[src/rtl/dlx_seq_ctrl.sv]
// ============================================================================
// dlx_seq_ctrl : multi-cycle DLX sequencer (IF/ID/EX/BR/MEM/WB) with retire counter
// Revision 1.0
// ============================================================================
`default_nettype none

module dlx_seq_ctrl #(
    parameter int CNT_W = 16
) (
    input  logic             clk,
    input  logic             rst_n,
    input  logic             go,
    input  logic [31:0]      ir,
    input  logic             Zflag,
    input  logic             mem_ready,
    output logic             mem_req,
    output logic             mem_we,
    output logic             addr_sel,
    output logic             ir_we,
    output logic             pc_we,
    output logic             reg_we,
    output logic             wb_sel,
    output logic             link,
    output logic             s1_sel,
    output logic [4:0]       ALUop,
    output logic [2:0]       s2op,
    output logic             instr_done,
    output logic             illegal,
    output logic [CNT_W-1:0] instr_cnt
);

    localparam logic [5:0] OP_RTYPE = 6'h00;
    localparam logic [5:0] OP_J     = 6'h02;
    localparam logic [5:0] OP_JAL   = 6'h03;
    localparam logic [5:0] OP_BEQZ  = 6'h04;
    localparam logic [5:0] OP_BNEZ  = 6'h05;
    localparam logic [5:0] OP_ADDI  = 6'h08;
    localparam logic [5:0] OP_LW    = 6'h23;
    localparam logic [5:0] OP_SW    = 6'h2B;

    localparam logic [4:0] ALU_ADD  = 5'b00000;
    localparam logic [4:0] ALU_PASS = 5'b00010;

    localparam logic [2:0] S2_REG   = 3'b000;
    localparam logic [2:0] S2_IMM16 = 3'b011;
    localparam logic [2:0] S2_IMM26 = 3'b101;
    localparam logic [2:0] S2_FOUR  = 3'b111;

    typedef enum logic [2:0] {
        S_IDLE = 3'd0,
        S_IF   = 3'd1,
        S_ID   = 3'd2,
        S_EX   = 3'd3,
        S_BR   = 3'd4,
        S_MEM  = 3'd5,
        S_WB   = 3'd6
    } state_t;

    state_t     state;
    state_t     next_state;
    logic [5:0] opcode;
    logic       is_lw;
    logic       is_sw;
    logic       is_jal;
    logic       taken;
    logic       retire;
    logic       unused_ir_bits;

    assign opcode         = ir[31:26];
    assign is_lw          = (opcode == OP_LW);
    assign is_sw          = (opcode == OP_SW);
    assign is_jal         = (opcode == OP_JAL);
    assign taken          = ((opcode == OP_BEQZ) &&  Zflag) ||
                            ((opcode == OP_BNEZ) && !Zflag);
    assign unused_ir_bits = ^ir[25:5];

    always_ff @(posedge clk or negedge rst_n) begin
        if (!rst_n) begin
            state <= S_IDLE;
        end else begin
            state <= next_state;
        end
    end

    always_comb begin
        next_state = state;
        retire     = 1'b0;
        mem_req    = 1'b0;
        mem_we     = 1'b0;
        addr_sel   = 1'b0;
        ir_we      = 1'b0;
        pc_we      = 1'b0;
        reg_we     = 1'b0;
        wb_sel     = 1'b0;
        link       = 1'b0;
        s1_sel     = 1'b0;
        ALUop      = ALU_ADD;
        s2op       = S2_REG;
        illegal    = 1'b0;

        case (state)
            S_IDLE: begin
                if (go) begin
                    next_state = S_IF;
                end
            end
            S_IF: begin
                mem_req = 1'b1;
                if (mem_ready) begin
                    ir_we      = 1'b1;
                    next_state = S_ID;
                end
            end
            S_ID: begin
                // PC <= PC + 4 here, so later branch/jump offsets are PC+4 relative
                s1_sel     = 1'b1;
                s2op       = S2_FOUR;
                pc_we      = 1'b1;
                next_state = S_EX;
            end
            S_EX: begin
                case (opcode)
                    OP_RTYPE: begin
                        ALUop      = ir[4:0];
                        next_state = S_WB;
                    end
                    OP_ADDI: begin
                        s2op       = S2_IMM16;
                        next_state = S_WB;
                    end
                    OP_LW, OP_SW: begin
                        s2op       = S2_IMM16;
                        next_state = S_MEM;
                    end
                    OP_BEQZ, OP_BNEZ: begin
                        ALUop = ALU_PASS;
                        if (taken) begin
                            next_state = S_BR;
                        end else begin
                            retire = 1'b1;
                        end
                    end
                    OP_J: begin
                        s1_sel = 1'b1;
                        s2op   = S2_IMM26;
                        pc_we  = 1'b1;
                        retire = 1'b1;
                    end
                    OP_JAL: begin
                        // Return address (already PC+4) passes through the ALU into r31
                        s1_sel     = 1'b1;
                        ALUop      = ALU_PASS;
                        reg_we     = 1'b1;
                        link       = 1'b1;
                        next_state = S_BR;
                    end
                    default: begin
                        illegal = 1'b1;
                        retire  = 1'b1;
                    end
                endcase
            end
            S_BR: begin
                s1_sel = 1'b1;
                pc_we  = 1'b1;
                s2op   = is_jal ? S2_IMM26 : S2_IMM16;
                retire = 1'b1;
            end
            S_MEM: begin
                mem_req  = 1'b1;
                addr_sel = 1'b1;
                mem_we   = is_sw;
                s2op     = S2_IMM16;
                if (mem_ready) begin
                    if (is_sw) begin
                        retire = 1'b1;
                    end else begin
                        next_state = S_WB;
                    end
                end
            end
            S_WB: begin
                reg_we = 1'b1;
                wb_sel = is_lw;
                retire = 1'b1;
            end
            default: begin
                next_state = S_IDLE;
            end
        endcase

        if (retire) begin
            next_state = go ? S_IF : S_IDLE;
        end
    end

    assign instr_done = retire;

    always_ff @(posedge clk or negedge rst_n) begin
        if (!rst_n) begin
            instr_cnt <= '0;
        end else if (retire) begin
            instr_cnt <= instr_cnt + CNT_W'(1);
        end
    end

endmodule

`default_nettype wire

[config.mk]
export PLATFORM = sky130hd
export DESIGN_NAME = dlx_seq_ctrl
export DESIGN_NICKNAME = d
export VERILOG_FILES = /design/src/rtl/dlx_seq_ctrl.sv
export SDC_FILE = /design/constraint.sdc
export NUM_CORES = 1
export LEC_CHECK = 0
export CORE_AREA = 2 2 60 62
export CTS_BUF_LIST = sky130_fd_sc_hd__clkbuf_2
export CTS_CLUSTER_DIAMETER = 100
export DETAILED_ROUTE_END_ITERATION = 10
export DIE_AREA = 0 0 62 64
export PLACE_DENSITY_LB_ADDON = 0.05
export SLEW_MARGIN = 20
export SYNTH_ARGS = -nofsm -noshare
export SYNTH_HDL_FRONTEND = slang
export SYNTH_SLANG_ARGS = --single-unit
export TNS_END_PERCENT = 5
[constraint.sdc]
create_clock -name clk -period 4.73 [get_ports clk]
set_input_delay 0.7095 -clock clk [delete_from_list [all_inputs] [get_ports clk]]
set_output_delay 0.7095 -clock clk [all_outputs]
set_load 0.01 [all_outputs]
==> results.sh, run 1 <==
# physical design summary
export IMPL_status="completed"
export IMPL_inverters=4
export IMPL_final_nonclk_buf_share_pct=26.3
export IMPL_postSynth_asyncResetShare_pct=100
export IMPL_crit_chain="clkdlybuf4s50_1 > and2b_2 > and3_1 > o21bai_4 > nand2_1 > clkdlybuf4s50_1"
export IMPL_lay_top_cells="clkdlybuf4s50_1, dfrtp_1, nand2_1, xor2_1"
export IMPL_top_logic_kind="simple AND/OR/NAND/NOR gates"
export IMPL_synth_avg_cell_area_sq_um=9.68
export IMPL_nClkBuffers=4
export IMPL_final_util_pct=57.9
export IMPL_grt_pass1_wl_um=5140
export IMPL_pre_cts_ws_ns=0.922
export IMPL_placed_cell_area_sq_um=1880
export IMPL_min_path_type="reg -> reg"
export IMPL_max_freq_mhz=265
export IMPL_path_max_fanout=16
export IMPL_insertedDiodeCount=0
export IMPL_rsz0062_at_grt="false"
export IMPL_use_met3_pct=1.62
export IMPL_ys_top_cells_by_count="dfrtp_1, nand2_1, xor2_1, a21oi_1, nor2_1"
export IMPL_largest_reg_flops=16
export IMPL_final_seq_area_sq_um=475
export IMPL_lay_top_count="clkdlybuf4s50_1"
export IMPL_tap_cells=46
export IMPL_fin_cells=237
export IMPL_hpwl_um=2380
export IMPL_place_inst=233
export IMPL_core_area_sq_um=3280
export IMPL_clock_latency_ns=0.31
export IMPL_routed_wl_um=3090
export IMPL_fin_ws_ns=0.951
export IMPL_period_used_pct=79.9
export IMPL_synth_top_cell_area_share_pct=34.4
export IMPL_r2r_end="instr_cnt[1]$_DFFE_PN0P_"
export IMPL_worst_ep_required_time_ns=4.02
export IMPL_power_top_group="combinational logic"
export IMPL_critPathMaxStageDelay_ns=0.71
export IMPL_holdPathStages=1
export IMPL_flop_count=19
export IMPL_power_internal_w=0.000540
export IMPL_grt_antenna_before_repair=0
export IMPL_seq_power_share_pct=33.6
export IMPL_routedLengthMet1_um=1410
export IMPL_slew_headroom_pct=45.8
export IMPL_ys_sh_mux_pct=1.54
export IMPL_comb_cells=114
export IMPL_firstDrtPassIters=4
export IMPL_wl_met3_um=126
export IMPL_arrival_ns=3.07
export IMPL_ir_worst_vdd_mv=0.305
**Run 1: close-up of the layout**

Region (18, 20) to (43, 45) um. Cells in grey, sequential cells in the stronger grey; small squares are vias.
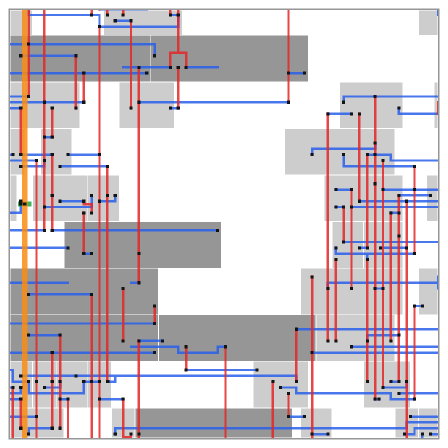
[orange] metal 4
[green] metal 3
[red] metal 2
[blue] metal 1
cells with their middle in the window: 30
sequential cells in the window: 7
most frequent: dfrtp_1 (7), xor2_1 (4), a21oi_1 (4)
netlist names of flops here include: instr_cnt (5), state (2)

**Run 1: clock wires, drivers and flops**

(10 px per um)
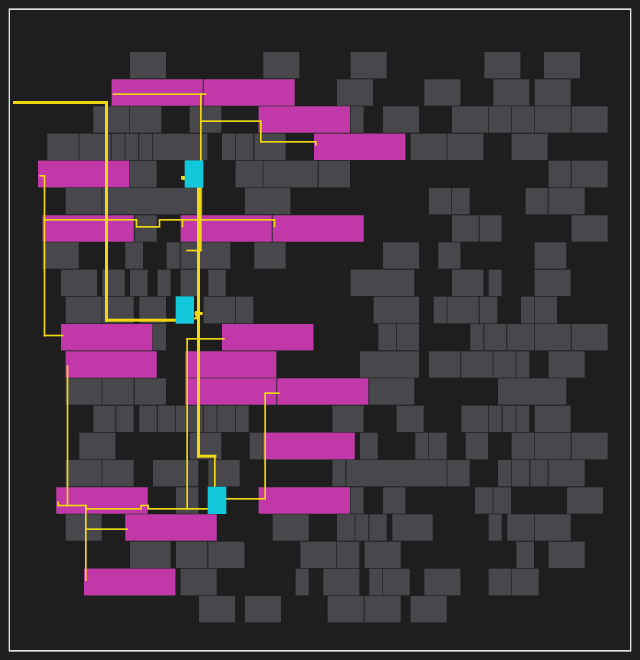
[cyan] clock drivers | count: 3
[yellow] clock wires | length: 243 um
[magenta] flip-flops | count: 19
routed clock nets: 4

**Run 1: cell area per tile**

(4 px per um) The die is cut into 6 by 6 equal tiles; black is low, pale yellow is high, 0 to 100% covered.
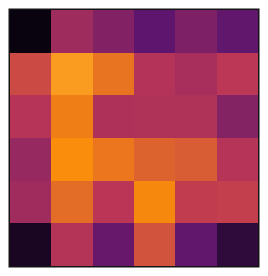
fullest tile: 78%
tiles over 75% full: 5.6%
mean over tiles: 47%

==> inputs of run 2 (changes only) <==
--- a/config.mk
+++ b/config.mk
@@ -5,11 +5,11 @@
 export SDC_FILE = /design/constraint.sdc
 export NUM_CORES = 1
 export LEC_CHECK = 0
-export CORE_AREA = 2 2 60 62
+export CORE_AREA = 2 2 65 67
 export CTS_BUF_LIST = sky130_fd_sc_hd__clkbuf_2
 export CTS_CLUSTER_DIAMETER = 100
 export DETAILED_ROUTE_END_ITERATION = 10
-export DIE_AREA = 0 0 62 64
+export DIE_AREA = 0 0 67 69
 export PLACE_DENSITY_LB_ADDON = 0.05
 export SLEW_MARGIN = 20
 export SYNTH_ARGS = -nofsm -noshare
==> constraint.sdc (replaced) <==
create_clock -name clk -period 3.2 [get_ports clk]
set_input_delay 0.48 -clock clk [delete_from_list [all_inputs] [get_ports clk]]
set_output_delay 0.48 -clock clk [all_outputs]
set_load 0.01 [all_outputs]
**Run 2: clock wires, drivers and flops**

(8 px per um)
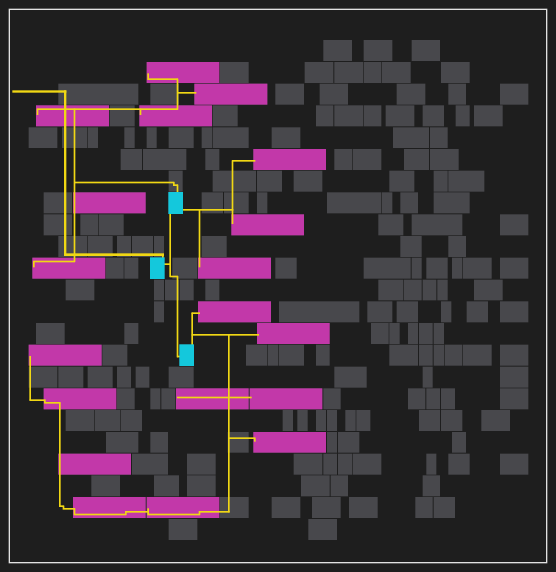
[cyan] clock drivers | count: 3
[yellow] clock wires | length: 252 um
[magenta] flip-flops | count: 19
routed clock nets: 4

**Run 2: the clock network**

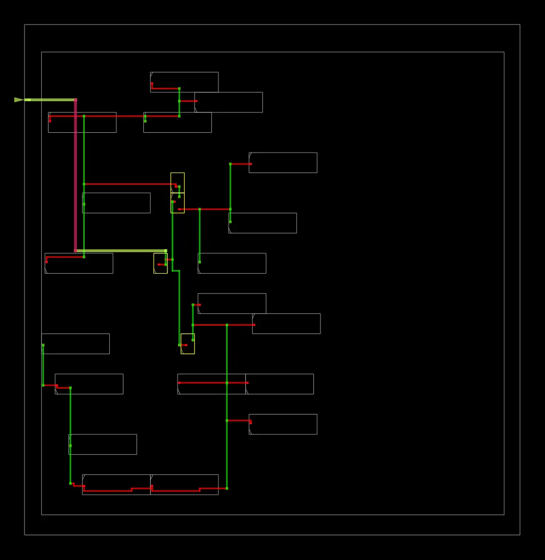
flop count: 19
Clock buffer cells: 4
Sink Count: 19
clk latency late pin: 0.30 ns

**Run 2: close-up of the layout**

Region (21, 22) to (46, 47) um. Cells in grey, sequential cells in the stronger grey; small squares are vias.
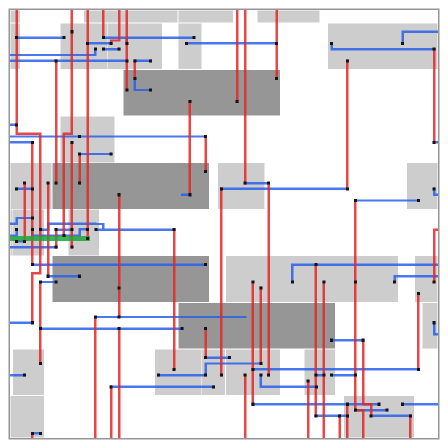
[blue] metal 1
[red] metal 2
[green] metal 3
most frequent: dfrtp_1 (4), a21oi_1 (3), xor2_1 (3)
netlist names of flops here include: instr_cnt (3), state (1)
cells with their middle in the window: 21
sequential cells in the window: 4

==> run 2 against run 1 <==
  * Sequential share of layout area decreased by 0.72 points
  * Largest power group unchanged
  * Largest cell class unchanged
  * Worst setup slack got worse by 0.78 ns
  * Critical path type unchanged
  * First-iteration DRC count decreased by 46%
  * Critical endpoint is now reg_we
==> results.sh, run 2 <==
# physical design summary
export IMPL_status="completed"
export IMPL_ys_sh_mux_pct=1.54
export IMPL_postSynth_asyncResetShare_pct=100
export IMPL_grt_pass1_wl_um=5730
export IMPL_min_path_type="reg -> reg"
export IMPL_placed_cell_area_sq_um=1930
export IMPL_rsz0062_at_grt="false"
export IMPL_fin_cells=247
export IMPL_use_met3_pct=1.63
export IMPL_place_inst=243
export IMPL_power_internal_w=0.000826
export IMPL_final_seq_area_sq_um=475
export IMPL_inverters=4
export IMPL_ys_top_cells_by_count="dfrtp_1, nand2_1, xor2_1, a21oi_1, nor2_1"
export IMPL_routedLengthMet1_um=1420
export IMPL_seq_power_share_pct=32.5
export IMPL_core_area_sq_um=3910
export IMPL_r2r_end="instr_cnt[12]$_DFFE_PN0P_"
export IMPL_lay_top_cells="clkdlybuf4s50_1, dfrtp_1, nand2_1, xor2_1"
export IMPL_synth_avg_cell_area_sq_um=9.68
export IMPL_crit_chain="clkdlybuf4s50_1 > nor2_1 > nand4_1 > or3_1 > a21boi_0 > clkdlybuf4s50_1"
export IMPL_max_freq_mhz=330
export IMPL_firstDrtPassIters=4
export IMPL_worst_ep_required_time_ns=2.72
==> inputs of run 3 (changes only) <==
--- a/config.mk
+++ b/config.mk
@@ -5,11 +5,13 @@
 export SDC_FILE = /design/constraint.sdc
 export NUM_CORES = 1
 export LEC_CHECK = 0
+export CAP_MARGIN = 20
 export CORE_AREA = 2 2 65 67
 export CTS_BUF_LIST = sky130_fd_sc_hd__clkbuf_2
 export CTS_CLUSTER_DIAMETER = 100
 export DETAILED_ROUTE_END_ITERATION = 10
 export DIE_AREA = 0 0 67 69
+export GPL_TIMING_DRIVEN = 0
 export PLACE_DENSITY_LB_ADDON = 0.05
 export SLEW_MARGIN = 20
 export SYNTH_ARGS = -nofsm -noshare
**Run 3: the clock network**

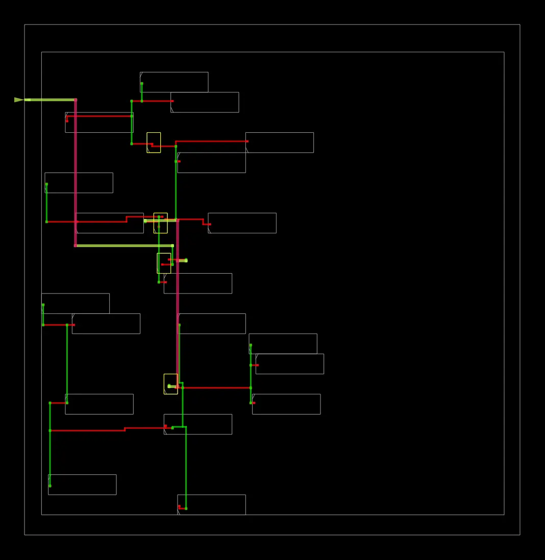
clk latency late pin: 0.31 ns
reported clock group power: 0.000107 W

**Run 3: close-up of the layout**

Region (21, 22) to (46, 47) um. Cells in grey, sequential cells in the stronger grey; small squares are vias.
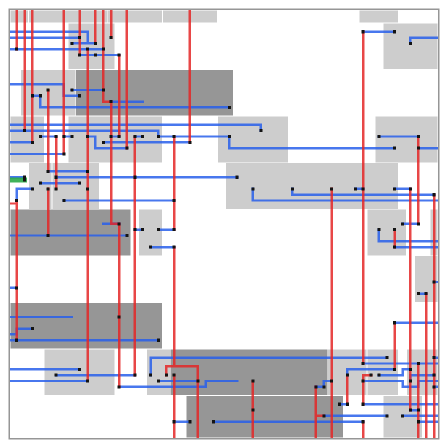
[blue] metal 1
[red] metal 2
[green] metal 3
cells with their middle in the window: 21
netlist names of flops here include: instr_cnt (3), state (2)
most frequent: dfrtp_1 (5)
sequential cells in the window: 5

**Run 3: placed cells, one colour a class**

(6 px per um) Fill, decap, tap and diode cells in grey.
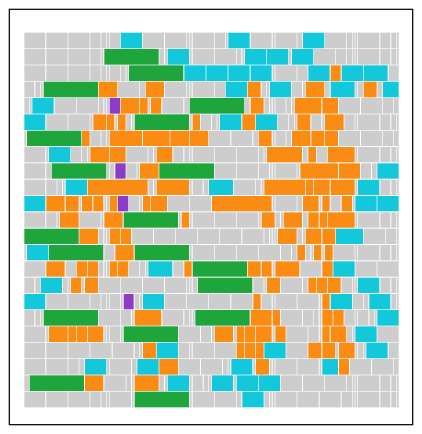
[green] flops | cells: 19
[purple] clock drivers and dummy loads | cells: 4
[cyan] other buffers and delay cells | cells: 54
[orange] combinational and other logic | cells: 118

==> run 3 against run 2 <==
  * Sequential share of layout area decreased by 0.062 points
  * First-iteration DRC count increased by 24%
  * Synthesized cell count unchanged
  * Largest power group unchanged
==> results.sh, run 3 <==
# physical design summary
export IMPL_ys_top_cells_by_count="dfrtp_1, nand2_1, xor2_1, a21oi_1, nor2_1"
export IMPL_nClkBuffers=4
export IMPL_worst_ep_required_time_ns=2.72
export IMPL_postSynth_asyncResetShare_pct=100
export IMPL_inverters=4
export IMPL_status="completed"
export IMPL_final_seq_area_sq_um=475
export IMPL_firstDrtPassIters=4
export IMPL_seq_power_share_pct=32.4
export IMPL_synth_avg_cell_area_sq_um=9.68
export IMPL_r2r_end="instr_cnt[10]$_DFFE_PN0P_"
export IMPL_lay_top_cells="clkdlybuf4s50_1, dfrtp_1, nand2_1, xor2_1, a21oi_1"
export IMPL_synthSimpleGateAreaFrac_pct=25.4
export IMPL_clkSinkCount=19
export IMPL_routedLengthMet1_um=1520
export IMPL_rsz0062_at_grt="false"
export IMPL_crit_chain="clkdlybuf4s50_1 > buf_6 > nand3_4 > nor3_4 > a41oi_4 > nand2_1 > clkdlybuf4s50_1"
export IMPL_power_internal_w=0.000824
export IMPL_place_inst=241
export IMPL_core_area_sq_um=3910
export IMPL_fin_cells=245
export IMPL_flop_count=19
export IMPL_use_met3_pct=1.14
export IMPL_min_path_type="reg -> reg"
No activity file was given, so power comes from the tool's default toggle rates.
